[config.mk]
export PLATFORM = sky130hd
export DESIGN_NAME = hbm_port_rr_arbiter
export DESIGN_NICKNAME = d
export VERILOG_FILES = /design/src/rtl/hbm_port_rr_arbiter.sv
export SDC_FILE = /design/constraint.sdc
export NUM_CORES = 1
export LEC_CHECK = 0
export CAP_MARGIN = 20
export CELL_PAD_IN_SITES_DETAIL_PLACEMENT = 1
export CELL_PAD_IN_SITES_GLOBAL_PLACEMENT = 2
export CORE_MARGIN = 5
export CORE_UTILIZATION = 19
export CTS_CLUSTER_SIZE = 20
export DETAILED_ROUTE_END_ITERATION = 8
export PLACE_DENSITY = 0.79
export SLEW_MARGIN = 20
export SYNTH_ARGS = -nofsm -noshare
export SYNTH_HDL_FRONTEND = slang
export SYNTH_SLANG_ARGS = --single-unit
[constraint.sdc]
create_clock -name sys_clk -period 2.9 [get_ports sys_clk]
set_clock_uncertainty 0.2 [all_clocks]
set_input_delay 0.725 -clock sys_clk [delete_from_list [all_inputs] [get_ports sys_clk]]
set_output_delay 0.725 -clock sys_clk [all_outputs]
set_load 0.05 [all_outputs]
[src/rtl/hbm_port_rr_arbiter.sv]
// Round-robin arbiter sharing one HBM pseudo-channel command port among NUM_REQ requesters,
// issuing one command per grant and throttling against an outstanding-command credit limit.
module hbm_port_rr_arbiter #(
  parameter int unsigned NUM_REQ = 4,
  parameter int unsigned ADDR_W  = 34,
  parameter int unsigned LEN_W   = 8,
  parameter int unsigned MAX_OUT = 8,
  localparam int unsigned ID_W   = $clog2(NUM_REQ),
  localparam int unsigned OUT_W  = $clog2(MAX_OUT + 1)
) (
  input  logic                        sys_clk,
  input  logic                        sys_rst,
  input  logic [NUM_REQ-1:0]          req_valid,
  output logic [NUM_REQ-1:0]          req_ready,
  input  logic [NUM_REQ*ADDR_W-1:0]   req_addr,
  input  logic [NUM_REQ*LEN_W-1:0]    req_len,
  input  logic [NUM_REQ-1:0]          req_write,
  output logic                        cmd_valid,
  input  logic                        cmd_ready,
  output logic [ADDR_W-1:0]           cmd_addr,
  output logic [LEN_W-1:0]            cmd_len,
  output logic                        cmd_write,
  output logic [ID_W-1:0]             cmd_id,
  input  logic                        cmp_valid,
  output logic [OUT_W-1:0]            outstanding,
  output logic                        err_underflow
);

  typedef enum logic {IDLE, ISSUE} state_e;

  state_e             state_q, state_d;
  logic [ID_W-1:0]    rr_ptr_q, rr_ptr_d;
  logic [ADDR_W-1:0]  addr_q, addr_d;
  logic [LEN_W-1:0]   len_q, len_d;
  logic               write_q, write_d;
  logic [ID_W-1:0]    id_q, id_d;
  logic [OUT_W-1:0]   out_q, out_d;
  logic               err_q, err_d;

  logic [ID_W-1:0]    winner;
  logic               found;
  logic               grant;
  logic               hs;

  // First valid requester scanning upward from rr_ptr with wrap
  always_comb begin
    int unsigned idx;
    logic [ID_W-1:0] cand;
    found  = 1'b0;
    winner = '0;
    idx    = 0;
    cand   = '0;
    for (int unsigned k = 0; k < NUM_REQ; k++) begin
      idx = 32'(rr_ptr_q) + k;
      if (idx >= NUM_REQ) idx = idx - NUM_REQ;
      cand = ID_W'(idx);
      if (!found && req_valid[cand]) begin
        found  = 1'b1;
        winner = cand;
      end
    end
  end

  // Arbitration uses the registered credit count
  assign grant     = !sys_rst && (state_q == IDLE) && found && (out_q < OUT_W'(MAX_OUT));
  assign hs        = (state_q == ISSUE) && cmd_ready;
  assign req_ready = grant ? (NUM_REQ'(1) << winner) : '0;

  always_comb begin
    state_d  = state_q;
    rr_ptr_d = rr_ptr_q;
    addr_d   = addr_q;
    len_d    = len_q;
    write_d  = write_q;
    id_d     = id_q;
    case (state_q)
      IDLE: begin
        if (grant) begin
          state_d  = ISSUE;
          addr_d   = req_addr[winner*ADDR_W +: ADDR_W];
          len_d    = req_len[winner*LEN_W +: LEN_W];
          write_d  = req_write[winner];
          id_d     = winner;
          rr_ptr_d = (winner == ID_W'(NUM_REQ - 1)) ? '0 : winner + ID_W'(1);
        end
      end
      ISSUE: begin
        if (cmd_ready) state_d = IDLE;
      end
      default: state_d = IDLE;
    endcase
  end

  // Credit counter: issue adds, completion frees; simultaneous events cancel
  always_comb begin
    out_d = out_q;
    err_d = err_q;
    if (hs && !cmp_valid) begin
      out_d = out_q + OUT_W'(1);
    end else if (!hs && cmp_valid) begin
      if (out_q == '0) err_d = 1'b1;
      else             out_d = out_q - OUT_W'(1);
    end
  end

  always_ff @(posedge sys_clk) begin
    if (sys_rst) begin
      state_q  <= IDLE;
      rr_ptr_q <= '0;
      addr_q   <= '0;
      len_q    <= '0;
      write_q  <= 1'b0;
      id_q     <= '0;
      out_q    <= '0;
      err_q    <= 1'b0;
    end else begin
      state_q  <= state_d;
      rr_ptr_q <= rr_ptr_d;
      addr_q   <= addr_d;
      len_q    <= len_d;
      write_q  <= write_d;
      id_q     <= id_d;
      out_q    <= out_d;
      err_q    <= err_d;
    end
  end

  assign cmd_valid     = (state_q == ISSUE);
  assign cmd_addr      = addr_q;
  assign cmd_len       = len_q;
  assign cmd_write     = write_q;
  assign cmd_id        = id_q;
  assign outstanding   = out_q;
  assign err_underflow = err_q;

endmodule

run_1/class_map.png
Fill, decap, tap and diode cells in gray.
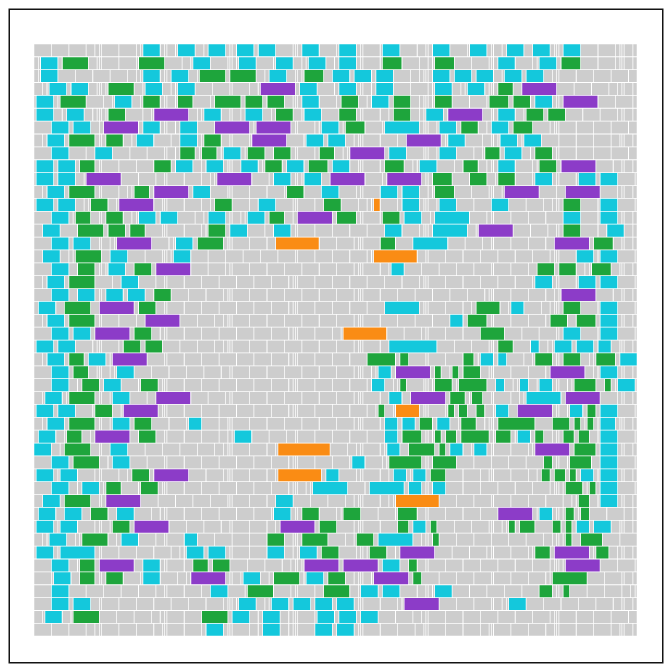
purple -> registers  # cells 53, share of their area 18%
green -> remaining logic cells  # cells 198, share of their area 33%
cyan -> remaining buffers and delay cells  # cells 272, share of their area 46%
orange -> clock drivers and dummy loads  # cells 8, share of their area 2.9%
share of cell area taken by flip-flops and latches: 17.1%
final instance area: 6220 um^2
Core ar.: 15,900 um^2
share of the core filled with cells: 39.0%
number of cell rows: 46

run_1/m1.png
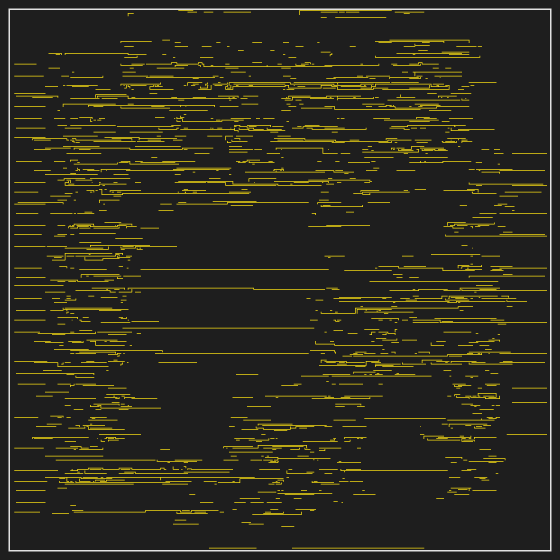
share of all routed wire = 39%
wire length on this layer = 5,860 um

==> impl_results.rst, run 1 <==
Synthesis and place-and-route
=============================

.. list-table::
   :header-rows: 1

   * - Metric
     - Value
   * - Maximum clock frequency
     - 354 MHz
   * - Mean Syn Cell Area
     - 11.2 um^2
   * - First-pass GRT wire length
     - approximately 23,000 um
   * - Die height
     - 138 um
   * - Data required time at the worst endpoint
     - 1980 ps
   * - EDFF count, synth
     - 0
   * - Count of placed standard cells including taps
     - between 700 and 800
   * - Area of all sequential standard cells
     - ~1100 um^2
   * - WP data arrival
     - approximately 1900 ps
   * - Total negative slack
     - 0 ps
   * - Worst flop-to-flop path startpoint
     - rr_ptr_q[0]
   * - Number of global-route vias before repair
     - about 4,000
   * - Hold-fix buffer count after cts
     - 0
   * - Area growth from synthesis to layout
     - 101%
   * - Type of element capturing the critical path
     - output pin
   * - Clock tree from TritonCTS
     - built
   * - Top-Level Pins
     - around 240
   * - Async SR Flop Fraction
     - 0%
   * - Area of the die
     - between 15,000 and 20,000 um^2
   * - Distinct lib cells used
     - 37
   * - Minimum period implied by the final worst setup slack
     - around 2800 ps
   * - Slew of the pin with the lowest slew margin
     - 710 ps
   * - Leakage power
     - between 0.002 and 0.0025 uW
   * - Most frequent cell after synthesis
     - sky130_fd_sc_hd__dfxtp_1
   * - Worst hold-check slack
     - between 200 and 300 ps
   * - Sum of routed wire segments on met1
     - approximately 5900 um
   * - Aggregate routed wire length
     - around 15,000 um
   * - Final number of hold-violating endpoints
     - 0
   * - Cell count listed in synth_stat.txt
     - between 200 and 300
   * - Cell-by-cell trace of the critical path
     - buf_2 -> nor2b_4 -> a211o_1 -> o21ai_2 -> buf_4 -> buf_4 -> buf_4 -> nor2_4 -> buf_12
   * - CTS clock-pin slew for the worst setup and hold paths
     - approximately 70 ps
   * - Unrepaired setup endpoints after global routing
     - no
   * - Core Density at Floorplan
     - around 19%
   * - Place WS
     - -373 ps
   * - First DRT Iteration DRCs
     - between 90 and 100
   * - Synthesized net count
     - around 460
   * - Total overflow reported by the global router
     - 0
   * - Worst Setup SP
     - req_valid[1]
   * - # setup viols final
     - 0
   * - Max_slew headroom
     - between 50% and 60%
   * - Multi-input logic area
     - a little under 2000 um^2
   * - Type of element launching the critical path
     - input port
   * - Synth Instances
     - roughly 280
   * - Most Frequent Cell on Critical Path
     - sky130_fd_sc_hd__buf_4
   * - Master cell of the clock root buffer
     - sky130_fd_sc_hd__clkbuf_16
   * - DIE WIDTH
     - 138 um
   * - Overall routing resource usage
     - between 10% and 20%
   * - FILL cells
     - approximately 1,800
   * - Final Net Count
     - 716
   * - Highest metal layer used by the detailed router
     - met4
   * - Result of the run
     - completed
   * - Mean routed wirelength per cell
     - approximately 20 um
   * - Cell area after placement
     - roughly 6000 um^2
   * - Met2 wire len
     - between 8000 and 9000 um
   * - Class of the worst hold path
     - flop to flop
   * - Delay contributed by the slowest stage of the critical path
     - ~150 ps
   * - Leading register cell type out of synthesis
     - sky130_fd_sc_hd__dfxtp_1
   * - Worst setup path class
     - input port to output pin
   * - Slew Viols, Final
     - 0
   * - Count of warning messages emitted by the tools
     - 29
   * - Overall via count from detail_route
     - 3,496
run_1/m3.png
The bar under the picture is 50 um long.
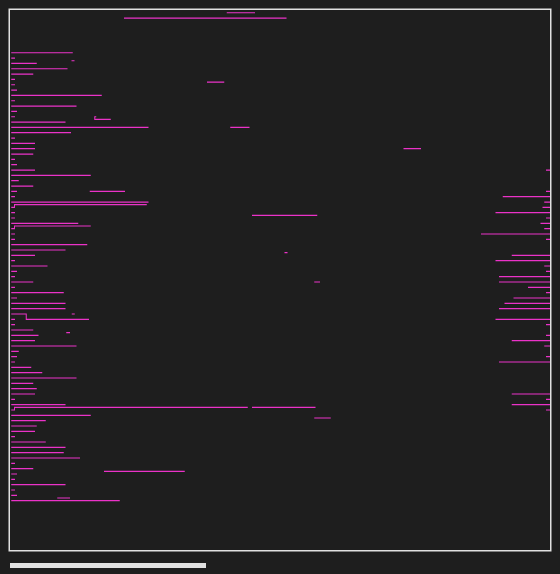
nets with wire on the layer = 128
main direction = horizontal
longest straight run = 59.3 um
wire length on this layer = 1,070 um

run_1/clock_nets.png
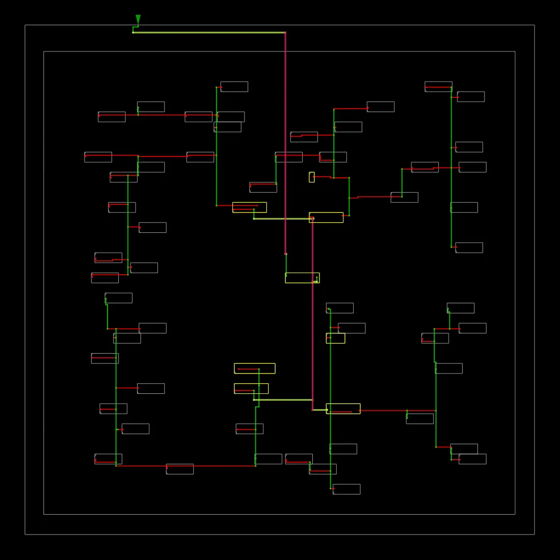
TritonCTS sink count: 53
Late-Pin Clk Latency: 290 ps
flop count: 53
power consumed by the clock network: 722 uW

run 1: layer usage:
| layer | global-route usage, % | up-vias |
|---|---|---|
| met2 | 28.4 | 143 |
| met1 | 17.8 | 1708 |
| met3 | 4.42 | 10 |
| met5 | 0 | - |
| met4 | 3.68 | 0 |
| li1 | - | 1635 |
run 1: worst max-delay path, delay by kind of cell:
| family | cells | cell delay [ps] |
|---|---|---|
| AND-OR/OR-AND | 2 | 220 |
| buffers and inverters | 5 | 660 |
| AND/OR/NAND/NOR | 2 | 270 |
run 1: worst paths after layout:
check	slack, ps	end	cells past startpoint
setup reg to reg	520	cmd_addr[22]	7
setup / recovery	80	req_ready[3]	9
hold reg to reg	280	cmd_id[1]	2
hold / removal	280	cmd_id[1]	2
run 1: report_power, final:
| part | leakage (uW) | total (uW) | switching (uW) | internal [uW] |
|---|---|---|---|---|
| clock | 0.0000841 | 722 | 289 | 433 |
| combinational | 0.00191 | 3370 | 1870 | 1500 |
| sequential | 0.000440 | 1230 | 203 | 1020 |
| total | 0.00243 | 5320 | 2360 | 2960 |
run 1: logic make-up (layout without fill, tap and decap cells):
logic type	count (synthesis)	count (layout)	synth area share, %
AND-OR/OR-AND	105	105	31.4
AND/OR/NAND/NOR	36	36	6.70
flip-flops	53	53	34.2
adder cells (fa/ha/maj)	6	6	2.66
multiplexers	44	44	19.2
XOR/XNOR	2	2	0.565
buffers and inverters	30	285	5.21
run 1: layout make-up:
cell class	instances	share of cell area, %
clock inverter	1	0.483
multi-input combinational	193	31.4
tap	216	4.35
sequential	53	17.1
inverter	5	0.302
timing repair buffer	272	44.1
clock buffer	7	2.29
run 1: repair_timing:
| item | 4_1_cts | 5_1_grt |
|---|---|---|
| pin swaps | 5 | 6 |
| gates resized | 20 | 6 |
| buffers inserted | 6 | 1 |
| setup endpoints to repair | 17 | 4 |
==> inputs of run 2 (changes only) <==
--- a/config.mk
+++ b/config.mk
@@ -13,7 +13,6 @@
 export CTS_CLUSTER_SIZE = 20
 export DETAILED_ROUTE_END_ITERATION = 8
 export PLACE_DENSITY = 0.79
-export SLEW_MARGIN = 20
 export SYNTH_ARGS = -nofsm -noshare
 export SYNTH_HDL_FRONTEND = slang
 export SYNTH_SLANG_ARGS = --single-unit
run_2/clock_nets.png
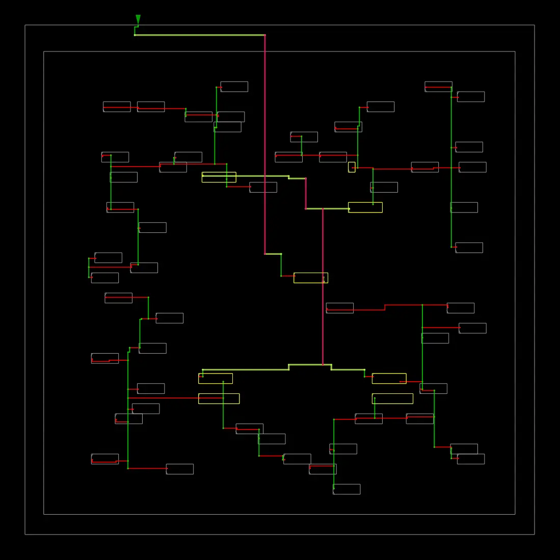
Late-Pin Clk Latency: 300 ps
power consumed by the clock network: 786 uW
number of clock-tree buffers in the layout: 5
Inserted Clock Buffers: 5

==> run 2 against run 1 <==
  * Die area unchanged
  * Setup slack worse by 48 ps
  * Final cell count down 0.13%
  * Critical path depth down 4
  * Power up 1.2%
  * Core utilization up 0.10 points
  * Sequential power about the same
  * Non-clock buffer count down 1
  * Critical path type unchanged
  * Largest power group unchanged
  * Highest routed layer unchanged
==> impl_results.rst, run 2 <==
Synthesis and place-and-route
=============================

.. list-table::
   :header-rows: 1

   * - Metric
     - Value
   * - Synthesis area per yosys
     - 3100 um^2
   * - Number of global-route vias before repair
     - 4,018
   * - Max FFs per register
     - 34
   * - Die height
     - around 140 um
   * - Final estimated routing congestion in global placement
     - between 0.8 and 0.9
   * - Setup slack after layout
     - 27.8 ps
   * - Synthesized registers
     - 53
   * - Worst hold-check slack
     - about 270 ps
   * - Maximum clock frequency
     - roughly 350 MHz
   * - Synth top area share
     - around a third
   * - WP data arrival
     - 1950 ps
   * - Type of element launching the critical path
     - input port
   * - Clock tree from TritonCTS
     - built
   * - Maximum vdd drop
     - ~0.00036 V
   * - Area growth from synthesis to layout
     - 101%
   * - Type of element capturing the critical path
     - output pin
   * - Mean routed wirelength per cell
     - approximately 21 um
   * - Ratio of cells with drive above 1 in the final layout
     - about 22%
   * - EDFF count, synth
     - 0
   * - Slew of the pin with the lowest slew margin
     - 573 ps
   * - Place WS
     - -362 ps
   * - Seq share, synth
     - 34.2%
   * - Core ar.
     - 15,900 um^2
   * - First DRT Iteration DRCs
     - 121
   * - Top-Level Pins
     - 235
   * - Final instance area
     - between 6000 and 7000 um^2
   * - Max-capacitance violation count
     - 0
   * - Slew Viols, Final
     - 0
   * - Half-perimeter wire length after placement
     - approximately 12,000 um
   * - Count of placed standard cells including taps
     - between 700 and 800
   * - Number of cell rows
     - roughly 46
   * - Distinct lib cells used
     - 37
   * - Synth Cell Area
     - 3100 um^2
   * - Largest net degree at the start of global routing
     - between 40 and 50
   * - Most used logic cell in the final layout
     - sky130_fd_sc_hd__clkdlybuf4s50_1
   * - Mean Syn Cell Area
     - about 11 um^2
   * - Unrepaired setup endpoints after global routing
     - yes
   * - DIE WIDTH
     - 138 um
   * - Largest cells by area after synthesis
     - sky130_fd_sc_hd__dfxtp_1 (34%), sky130_fd_sc_hd__a221o_1 (14%), sky130_fd_sc_hd__mux2_4 (13%), sky130_fd_sc_hd__a32o_1 (7.4%), sky130_fd_sc_hd__mux2_2 (5.8%)
   * - Cell area after placement
     - 5950 um^2
   * - Ratio of total power to cell area
     - ~860 nW/um^2
   * - Synthesized net count
     - 462
   * - Class of the worst hold path
     - flop to flop
   * - Area of the die
     - around 19,000 um^2
   * - Critical-path cell with the highest stage delay
     - sky130_fd_sc_hd__o31a_1
   * - # setup viols final
     - 0
   * - Overall routing resource usage
     - between 10% and 20%
   * - Most frequent cell after synthesis
     - sky130_fd_sc_hd__dfxtp_1
   * - Worst setup path class
     - input port to output pin
   * - H-tree levels
     - 2
   * - TritonCTS sink count
     - around 53
   * - Master cell of the clock root buffer
     - sky130_fd_sc_hd__clkbuf_16
   * - Count of warning messages emitted by the tools
     - 29
   * - Final number of hold-violating endpoints
     - 0
   * - Critical Path Fanout Max
     - 5
   * - Antenna violations before repair
     - 0
   * - DRC violation count after routing
     - 0
   * - CTS clock-pin slew for the worst setup and hold paths
     - approximately 70 ps
   * - IO buf count
     - ~230
   * - Vias per cell
     - between 4 and 5
   * - Cell-by-cell trace of the critical path
     - clkdlybuf4s15_1 -> or2_4 -> o31a_1 -> and2_4 -> buf_12
   * - Max_slew headroom
     - around 60%
   * - Leakage power
     - about 0.0024 uW
   * - Overall via count from detail_route
     - around 3,500
   * - Delay contributed by the slowest stage of the critical path
     - ~350 ps
   * - Total negative slack
     - 0 ps
   * - Minimum period implied by the final worst setup slack
     - 2870 ps
   * - Core Density at Floorplan
     - 19.4%
   * - Share of the core filled with cells
     - between 30% and 40%
   * - Final Net Count
     - between 700 and 800
   * - First-pass GRT wire length
     - approximately 22,000 um
   * - Leading register cell type out of synthesis
     - sky130_fd_sc_hd__dfxtp_1
   * - Diodes inserted
     - 0
   * - Yosys Warn Count
     - 0
   * - Synth Instances
     - roughly 280
   * - Cell count listed in synth_stat.txt
     - between 200 and 300
   * - Async SR Flop Fraction
     - 0%
   * - Count of TritonRoute iterations in the first routing pass
     - 6
   * - Total overflow reported by the global router
     - 0
   * - Top logic cells by instance count in the layout
     - sky130_fd_sc_hd__clkdlybuf4s50_1 (225), sky130_fd_sc_hd__dfxtp_1 (53), sky130_fd_sc_hd__a221o_1 (43), sky130_fd_sc_hd__buf_4 (30), sky130_fd_sc_hd__mux2_4 (27)
   * - Data required time at the worst endpoint
     - 1980 ps
   * - Result of the run
     - completed
   * - Cell Count, Final, Fillers Out
     - approximately 750
   * - Most frequent cells after synthesis
     - sky130_fd_sc_hd__dfxtp_1 (53), sky130_fd_sc_hd__a221o_1 (43), sky130_fd_sc_hd__mux2_4 (27)
   * - Aggregate routed wire length
     - approximately 15,000 um
   * - Largest area contributor in the netlist
     - sky130_fd_sc_hd__dfxtp_1
   * - Overall power consumption
     - around 5400 uW
   * - Cycle use final
     - 99.0%
   * - Routed Antenna Nets
     - 0
   * - Bufs on Longest Clock Path
     - 2
==> run 2: final timing paths <==
kind,slack (ps),cells after the start,from,end
worst max register to register,530,7,rr_ptr_q[0],cmd_addr[8]
worst max-delay path,30,5,req_valid[3],req_ready[2]
worst min register to register,270,2,cmd_id[0],cmd_id[0]
worst min-delay path,270,2,cmd_id[0],cmd_id[0]
==> run 2: cells by family after synthesis <==
kind of cell	synth area share, %
compound gates	31.4
xor+xnor	0.565
fa+ha+maj	2.66
buf+inv	5.21
flops	34.2
mux	19.2
simple gates	6.70
==> run 2: area by class of cell <==
type / count / area [um^2]
fill: 1762 / 9710
timing repair buffer: 271 / 2740
multi-input combinational: 193 / 1960
sequential: 53 / 1060
tap: 216 / 270
clock buffer: 5 / 125
clock inverter: 3 / 65.1
inverter: 5 / 18.8
==> run 2: repair_timing <==
item	CTS	global route
hold buffers	0	0
endpoints found under the setup margin	17	4
resized	19	6
pin swaps	6	3
buffers inserted	4	3
==> run 2: critical path: cells and delay by family <==
family          cells  cell delay, ps
compound gates      1             350
simple gates        2             490
buf+inv             2             380
==> run 2: per-layer routing <==
| metal | GRT usage (%) | wire [um] |
|---|---|---|
| met1 | 16.7 | 5820 |
| met2 | 28.7 | 8060 |
| met3 | 5.22 | 1140 |
| met4 | 4.28 | 284 |
| met5 | 0 | 0 |
==> run 2: power by group <==
group	switching, uW	leakage [uW]	total (uW)	internal (uW)
clock	292	0.0000938	786	494
combinational	1880	0.00190	3370	1490
sequential	204	0.000440	1230	1020
total	2370	0.00243	5380	3010
Power figures rest on the tool's default switching activity, not on a simulated workload.
